**Routed clock nets over the placement**

The bar under the picture is 100 µm long.
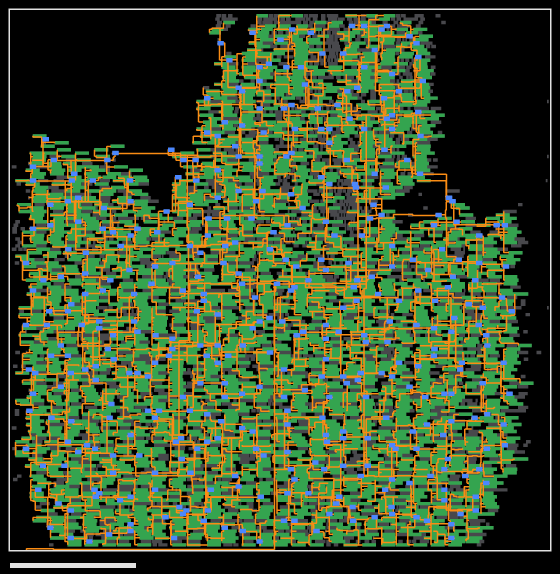
**Track usage over the die**

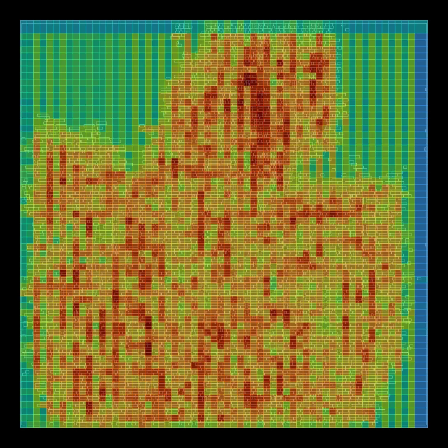
**Cells colored by class**

The bar under the picture is 100 µm long.
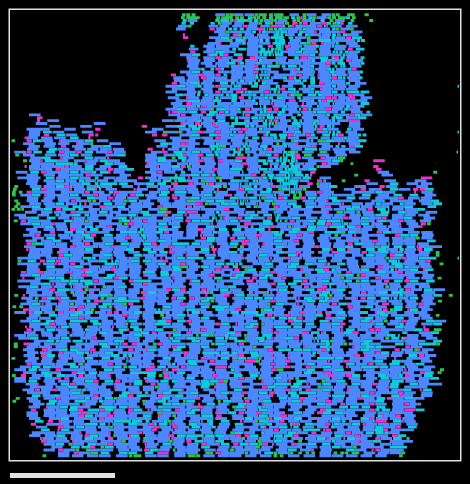
**Gate families picked out**

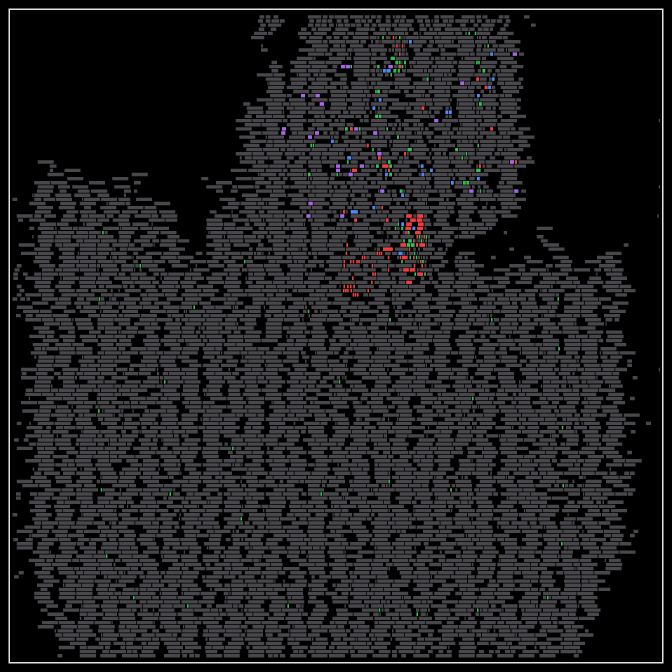
--- src/rtl/icache_nway.sv ---
// icache_nway: set-associative instruction cache with per-set round-robin
// replacement, a valid/ready line-fill port and a whole-cache flush.
module icache_nway #(
    parameter int unsigned ADDR_W     = 32,
    parameter int unsigned SETS       = 8,
    parameter int unsigned WAYS       = 2,
    parameter int unsigned LINE_WORDS = 4
) (
    input  logic                     clk,
    input  logic                     rst_n,
    input  logic                     req_valid_i,
    input  logic [ADDR_W-1:0]        req_addr_i,
    output logic                     req_ready_o,
    output logic                     rsp_valid_o,
    output logic [31:0]              rsp_inst_o,
    output logic                     busy_o,
    input  logic                     flush_i,
    output logic                     mem_req_valid_o,
    output logic [ADDR_W-1:0]        mem_req_addr_o,
    input  logic                     mem_req_ready_i,
    input  logic                     mem_rvalid_i,
    input  logic [32*LINE_WORDS-1:0] mem_rdata_i
);

    localparam int unsigned OFF_W  = $clog2(LINE_WORDS);
    localparam int unsigned IDX_W  = $clog2(SETS);
    localparam int unsigned LOW_W  = OFF_W + 2;
    localparam int unsigned TAG_W  = ADDR_W - IDX_W - LOW_W;
    localparam int unsigned WAY_W  = (WAYS > 1) ? $clog2(WAYS) : 1;
    localparam int unsigned LINE_W = 32 * LINE_WORDS;

    typedef enum logic [1:0] {IDLE, MISS_REQ, REFILL, FLUSH} state_t;

    state_t state_q, state_d;

    // Tag/valid/data storage and per-set replacement pointers
    logic              valid_q [WAYS][SETS];
    logic [TAG_W-1:0]  tag_q   [WAYS][SETS];
    logic [LINE_W-1:0] data_q  [WAYS][SETS];
    logic [WAY_W-1:0]  ptr_q   [SETS];

    // Outstanding miss context
    logic [TAG_W-1:0]  miss_tag_q;
    logic [IDX_W-1:0]  miss_idx_q;
    logic [OFF_W-1:0]  miss_off_q;
    logic [WAY_W-1:0]  victim_q;
    logic              victim_full_q;
    logic              flush_pend_q, flush_pend_d;

    logic              rsp_valid_d;
    logic [31:0]       rsp_inst_d;
    logic              busy_d;
    logic              mem_req_valid_d;
    logic [ADDR_W-1:0] mem_req_addr_d;

    logic              miss_load_c;
    logic              fill_we_c;
    logic              flush_clr_c;

    logic [TAG_W-1:0]  req_tag_c;
    logic [IDX_W-1:0]  req_idx_c;
    logic [OFF_W-1:0]  req_off_c;
    logic              hit_c;
    logic [31:0]       hit_word_c;
    logic [WAY_W-1:0]  victim_c;
    logic              set_full_c;
    logic [WAY_W-1:0]  ptr_next_c;

    logic [1:0]        unused_addr_lsb;

    assign req_tag_c       = req_addr_i[ADDR_W-1 -: TAG_W];
    assign req_idx_c       = req_addr_i[LOW_W +: IDX_W];
    assign req_off_c       = req_addr_i[2 +: OFF_W];
    assign unused_addr_lsb = req_addr_i[1:0];

    assign req_ready_o = (state_q == IDLE) && !flush_i && !flush_pend_q;

    // Tag compare across the indexed set and victim choice (lowest invalid way, else pointer)
    always_comb begin
        logic invalid_seen;
        hit_c        = 1'b0;
        hit_word_c   = '0;
        victim_c     = ptr_q[req_idx_c];
        set_full_c   = 1'b1;
        invalid_seen = 1'b0;
        for (int w = 0; w < WAYS; w++) begin
            if (valid_q[w][req_idx_c] && (tag_q[w][req_idx_c] == req_tag_c)) begin
                hit_c      = 1'b1;
                hit_word_c = data_q[w][req_idx_c][{req_off_c, 5'b0} +: 32];
            end
            if (!valid_q[w][req_idx_c]) begin
                set_full_c = 1'b0;
                if (!invalid_seen) begin
                    victim_c     = WAY_W'(w);
                    invalid_seen = 1'b1;
                end
            end
        end
    end

    // Round-robin advance; a direct-mapped cache keeps its pointer at zero
    always_comb begin
        ptr_next_c = '0;
        if (WAYS > 1) begin
            ptr_next_c = WAY_W'(ptr_q[miss_idx_q] + 1'b1);
        end
    end

    // Next-state and registered-output logic
    always_comb begin
        state_d         = state_q;
        flush_pend_d    = flush_pend_q;
        rsp_valid_d     = 1'b0;
        rsp_inst_d      = rsp_inst_o;
        mem_req_valid_d = mem_req_valid_o;
        mem_req_addr_d  = mem_req_addr_o;
        miss_load_c     = 1'b0;
        fill_we_c       = 1'b0;
        flush_clr_c     = 1'b0;
        unique case (state_q)
            IDLE: begin
                if (flush_i) begin
                    state_d = FLUSH;
                end else if (req_valid_i) begin
                    if (hit_c) begin
                        rsp_valid_d = 1'b1;
                        rsp_inst_d  = hit_word_c;
                    end else begin
                        state_d         = MISS_REQ;
                        miss_load_c     = 1'b1;
                        mem_req_valid_d = 1'b1;
                        mem_req_addr_d  = {req_addr_i[ADDR_W-1:LOW_W], LOW_W'(0)};
                    end
                end
            end
            MISS_REQ: begin
                if (flush_i) begin
                    flush_pend_d = 1'b1;
                end
                if (mem_req_ready_i) begin
                    state_d         = REFILL;
                    mem_req_valid_d = 1'b0;
                end
            end
            REFILL: begin
                if (flush_i) begin
                    flush_pend_d = 1'b1;
                end
                if (mem_rvalid_i) begin
                    fill_we_c   = 1'b1;
                    rsp_valid_d = 1'b1;
                    rsp_inst_d  = mem_rdata_i[{miss_off_q, 5'b0} +: 32];
                    if (flush_i || flush_pend_q) begin
                        state_d      = FLUSH;
                        flush_pend_d = 1'b0;
                    end else begin
                        state_d = IDLE;
                    end
                end
            end
            FLUSH: begin
                flush_clr_c = 1'b1;
                state_d     = IDLE;
            end
            default: state_d = IDLE;
        endcase
        busy_d = (state_d != IDLE);
    end

    // State and output registers
    always_ff @(posedge clk or negedge rst_n) begin
        if (!rst_n) begin
            state_q         <= IDLE;
            flush_pend_q    <= 1'b0;
            rsp_valid_o     <= 1'b0;
            rsp_inst_o      <= '0;
            busy_o          <= 1'b0;
            mem_req_valid_o <= 1'b0;
            mem_req_addr_o  <= '0;
        end else begin
            state_q         <= state_d;
            flush_pend_q    <= flush_pend_d;
            rsp_valid_o     <= rsp_valid_d;
            rsp_inst_o      <= rsp_inst_d;
            busy_o          <= busy_d;
            mem_req_valid_o <= mem_req_valid_d;
            mem_req_addr_o  <= mem_req_addr_d;
        end
    end

    // Capture miss context at the accepting edge
    always_ff @(posedge clk or negedge rst_n) begin
        if (!rst_n) begin
            miss_tag_q    <= '0;
            miss_idx_q    <= '0;
            miss_off_q    <= '0;
            victim_q      <= '0;
            victim_full_q <= 1'b0;
        end else if (miss_load_c) begin
            miss_tag_q    <= req_tag_c;
            miss_idx_q    <= req_idx_c;
            miss_off_q    <= req_off_c;
            victim_q      <= victim_c;
            victim_full_q <= set_full_c;
        end
    end

    // Valid bits and replacement pointers: cleared on reset/flush, updated on fill
    always_ff @(posedge clk or negedge rst_n) begin
        if (!rst_n) begin
            for (int w = 0; w < WAYS; w++) begin
                for (int s = 0; s < SETS; s++) begin
                    valid_q[w][s] <= 1'b0;
                end
            end
            for (int s = 0; s < SETS; s++) begin
                ptr_q[s] <= '0;
            end
        end else if (flush_clr_c) begin
            for (int w = 0; w < WAYS; w++) begin
                for (int s = 0; s < SETS; s++) begin
                    valid_q[w][s] <= 1'b0;
                end
            end
            for (int s = 0; s < SETS; s++) begin
                ptr_q[s] <= '0;
            end
        end else if (fill_we_c) begin
            valid_q[victim_q][miss_idx_q] <= 1'b1;
            if (victim_full_q) begin
                ptr_q[miss_idx_q] <= ptr_next_c;
            end
        end
    end

    // Line data and tags are only meaningful under a set valid bit, so they carry no reset
    always_ff @(posedge clk) begin
        if (fill_we_c) begin
            data_q[victim_q][miss_idx_q] <= mem_rdata_i;
            tag_q[victim_q][miss_idx_q]  <= miss_tag_q;
        end
    end

endmodule

--- config.mk ---
export PLATFORM = sky130hd
export DESIGN_NAME = icache_nway
export DESIGN_NICKNAME = d
export VERILOG_FILES = /design/src/rtl/icache_nway.sv
export SDC_FILE = /design/constraint.sdc
export NUM_CORES = 2
export LEC_CHECK = 0
export CORE_UTILIZATION = 55
export CTS_BUF_LIST = sky130_fd_sc_hd__clkbuf_8
export DETAILED_ROUTE_END_ITERATION = 10
export PLACE_DENSITY = 0.8
export SETUP_SLACK_MARGIN = 0.4
export SLEW_MARGIN = 5
export SYNTH_ARGS = -nofsm -noshare
export SYNTH_HDL_FRONTEND = slang
export SYNTH_SLANG_ARGS = --single-unit
--- constraint.sdc ---
create_clock -name clk -period 21.3 [get_ports clk]
set_input_delay 4.26 -clock clk [delete_from_list [all_inputs] [get_ports clk]]
set_output_delay 4.26 -clock clk [all_outputs]
set_load 0.05 [all_outputs]
==> impl_metrics.csv <==
group,metric,value,unit
die,die_x,427,µm
setup_path,crit_required,22240,ps
global_routing,grt_max_degree,137,
layout,largest_register,"data_q",
pwr,powerDensity,101,mW/mm²
setup_path,cp_cell_sequence,"buf_8 > buf_4 > buf_4 > buf_4 > mux2i_1 > or4b_4 > nor4_2 > nand4_1 > a211o_1 > a22oi_4 > buf_4 > mux2i_1",
layout,drive_above_1_share,27.2,%
synth,synth.distinct_cells,61,
run,cap_violations,0,
pwr,seq_power_share,54.2,%
final_timing,fmax,95.8,MHz
min_path,holdCritPathClass,"reg2reg",
synth,top_area_cell,"edfxtp_1",
clock_network,ctsHoldBuffers,0,
clock_network,cts_tree,"done",
global_routing,grt-ovfl-total,0,
synth,yosys_area,0.0995,mm²
setup_path,startpoint,"req_addr_i[6]",
clock_network,h-tree-depth,5,
pwr,powerComb,0.00136,W
final_timing,slew_violations,0,
final_timing,hold_ws,481,ps
final_timing,fin_crit,10440,ps
global_routing,antenna_found_initial,35,
layout,finalNetCount,4932,
setup_path,r2r-end,"data_q[0][593]$_DFFE_PP_",
synth,synth-edff-count,2448,
pwr,swShare,25.7,%
clock_network,cts_sinks,2570,
synth,syn-instance-count,4281,
min_path,hold_depth,2,
global_routing,grtUsageTotal,24.8,%
route,first_iter_violations,5586,
synth,synth_flops,2570,
pwr,power.group.top,"registers",
synth,simple_gate_share,0.984,%
global_routing,grt_pass1_wl,326000,µm
route,drc_errors,0,
setup_path,r2r-start,"state_q[0]$_DFF_PN0_",
synth,xor_area_share,0.238,%
global_routing,grt_pass1_vias,49600,
route,wl_per_cell,29.9,µm
final_timing,fin_setup_tns,0,ps
final_timing,finalSetupViolations,0,
synth,ys_cells,4281,
pwr,clkPwrFrac,33.8,%
synth,fa_ha_area_share,0.0503,%
pwr,p_comb_share,12.0,%
die,core_area,0.179,mm²
synth,avgSynthCellArea,23.3,µm²
die,chipArea,0.183,mm²
setup_path,critical_path_buf_inv_count,5,
die,io_pins,234,
synth,synth-compound-area-share,1.25,%
route,drtAntennaViolNets,0,
global_routing,grt_use_met2,40.9,%
route,num_vias,47400,
final_timing,worst_slack,10860,ps
setup_path,path_class,"in2reg",
synth,common_cells,"edfxtp_1, mux4_2, mux2i_1, dfrtp_1, clkbuf_1",
pwr,power,0.0114,W
die,rows,155,
setup_path,path_depth,12,
layout,comb_area,0.0219,mm²
die,dieHeight,427,µm
setup_path,path_max_fanout,66,
setup_path,r2r_slack,16010,ps
synth,yosysWarnings,0,
setup_path,cp_slowest_cell,"buf_4",
min_path,holdCritStartpoint,"victim_full_q$_DFFE_PN0P_",
clock_network,clkTransAtPathRegs,60,ps
clock_network,clock-root-buffer,"clkbuf_8",
pwr,p_sw,0.00292,W
synth,synth.most_common_cell,"edfxtp_1",
pwr,ir_drop,0.0737,mV
place,dp_slack,9760,ps
place,placed_cell_area,0.105,mm²
place,routabilityCongestion,0.785,
route,wl,223000,µm
layout,largest_reg_flops,2048,
setup_path,start_kind,"primary input",
synth,top_area_share,73.8,%
synth,synth-main-ff-cell,"edfxtp_1",
outcome,status,"complete, no violations",
run,warnings,53,
clock_network,clockBufferDepth,4,
final_timing,finalHoldViolCount,0,
synth,synthArstFlopShare,4.75,%
final_timing,rsz0062_at_grt,"false",
synth,muxShareOfSynthArea,19.4,%
min_path,holdPathEnd,"victim_full_q$_DFFE_PN0P_",
layout,top_regs,"data_q (2048), tag_q (400), rsp_inst_o (32)",
setup_path,arrival,11380,ps
place,dp_cells,6711,
clock_network,cts.repair.resized,0,
clock_network,cts_buffers,404,
route,firstDrtPassIters,6,
final_timing,min_period_over_period,49.0,%
setup_path,crit_top_cell,"buf_4",
synth,syn_area,0.0995,mm²
pwr,p_leak,36.2,nW
final_timing,finalClockSkew,129,ps
setup_path,crit_path_end,"rsp_inst_o[28]$_DFFE_PN0P_",
layout,area_growth,12.6,%
synth,ys_seq_share,76.9,%
route,vias_per_cell,6.37,
synth,top_logic_kind,"multiplexers",
final_timing,relSlewSlack,4.22,%
setup_path,crit_family,"buffers and inverters",
global_routing,busiest_layer,"met2",
setup_path,ff2ff_path_depth,8,
layout,fin_area,0.112,mm²
clock_network,cts_setup_buffers,0,
place,dp_hpwl,112000,µm
die,initial_core_util,55.6,%
pwr,seq-power,0.00616,W
layout,fillers,11300,
place,portBuffers,227,
final_timing,tightest_slew,1440,ps
pwr,p_int,0.00844,W
layout,flop_area,0.0766,mm²
setup_path,cp_slowest_stage_delay,880,ps
synth,area_leaders,"edfxtp_1, mux4_2, dfrtp_1, mux2i_1, mux2_1",
setup_path,endpoint_kind,"flop",
## Picture notes: 'routed clock nets over the placement'
cells driving clock nets -> blue  # count 404
flip-flops -> green  # count 2570
clock wires -> orange  # length 28.4 mm
routed clock nets = 405
flops lie = widely spread
Worst-Skew Late Latency: 1080 ps
Clk. pwr: 0.00384 W

## Picture notes: 'track usage over the die'
GR Util met3: 5.45%
Finished Core Util: 62.6%
met1 Usage GRT: 32.1%

## Picture notes: 'cells colored by class'
other buffers and delay cells -> green  # cells 303
all other logic -> cyan  # cells 1483
flip-flops -> blue  # cells 2570
clock drivers and dummy loads -> magenta  # cells 714

## Picture notes: 'gate families picked out'
NAND gates -> green  # cells 98
AND and OR gates -> blue  # cells 25, where top center
NOR gates -> red  # cells 82
XOR/XNOR gates -> purple  # cells 27, where top center
Final Non-Filler Cells: 7443
combinational share of cell area: 19.6%
Top cell excl fill/tap: edfxtp_1

[layout by cell type (no fill, tap or decap), types with 66 or more instances in the layout]
cell type	n
buf_4	66
clkbuf_8	437
clkdlybuf4s50_1	221
clkinv_1	69
dfrtp_1	120
edfxtp_1	2448
inv_1	205
mux2_1	66
mux2i_1	160
mux4_2	724
nand2_1	68
[layout make-up]
class | instances | share of cell area (%)
clock inverter | 277 | 1.26
sequential | 2570 | 68.3
multi-input combinational | 1435 | 19.6
inverter | 48 | 0.161
tap | 2355 | 2.63
antenna | 18 | 0.0402
clock buffer | 437 | 5.37
timing repair buffer | 303 | 2.66
[layer usage]
metal	share of wire [%]	vias to the layer above	routed length [µm]
met1	36	25100	80600
met5	0.074	-	164
met2	51	2583	113000
li1	-	19300	-
met3	9.1	480	20300
met4	3.8	26	8450
Power and IR drop assume default switching activity.
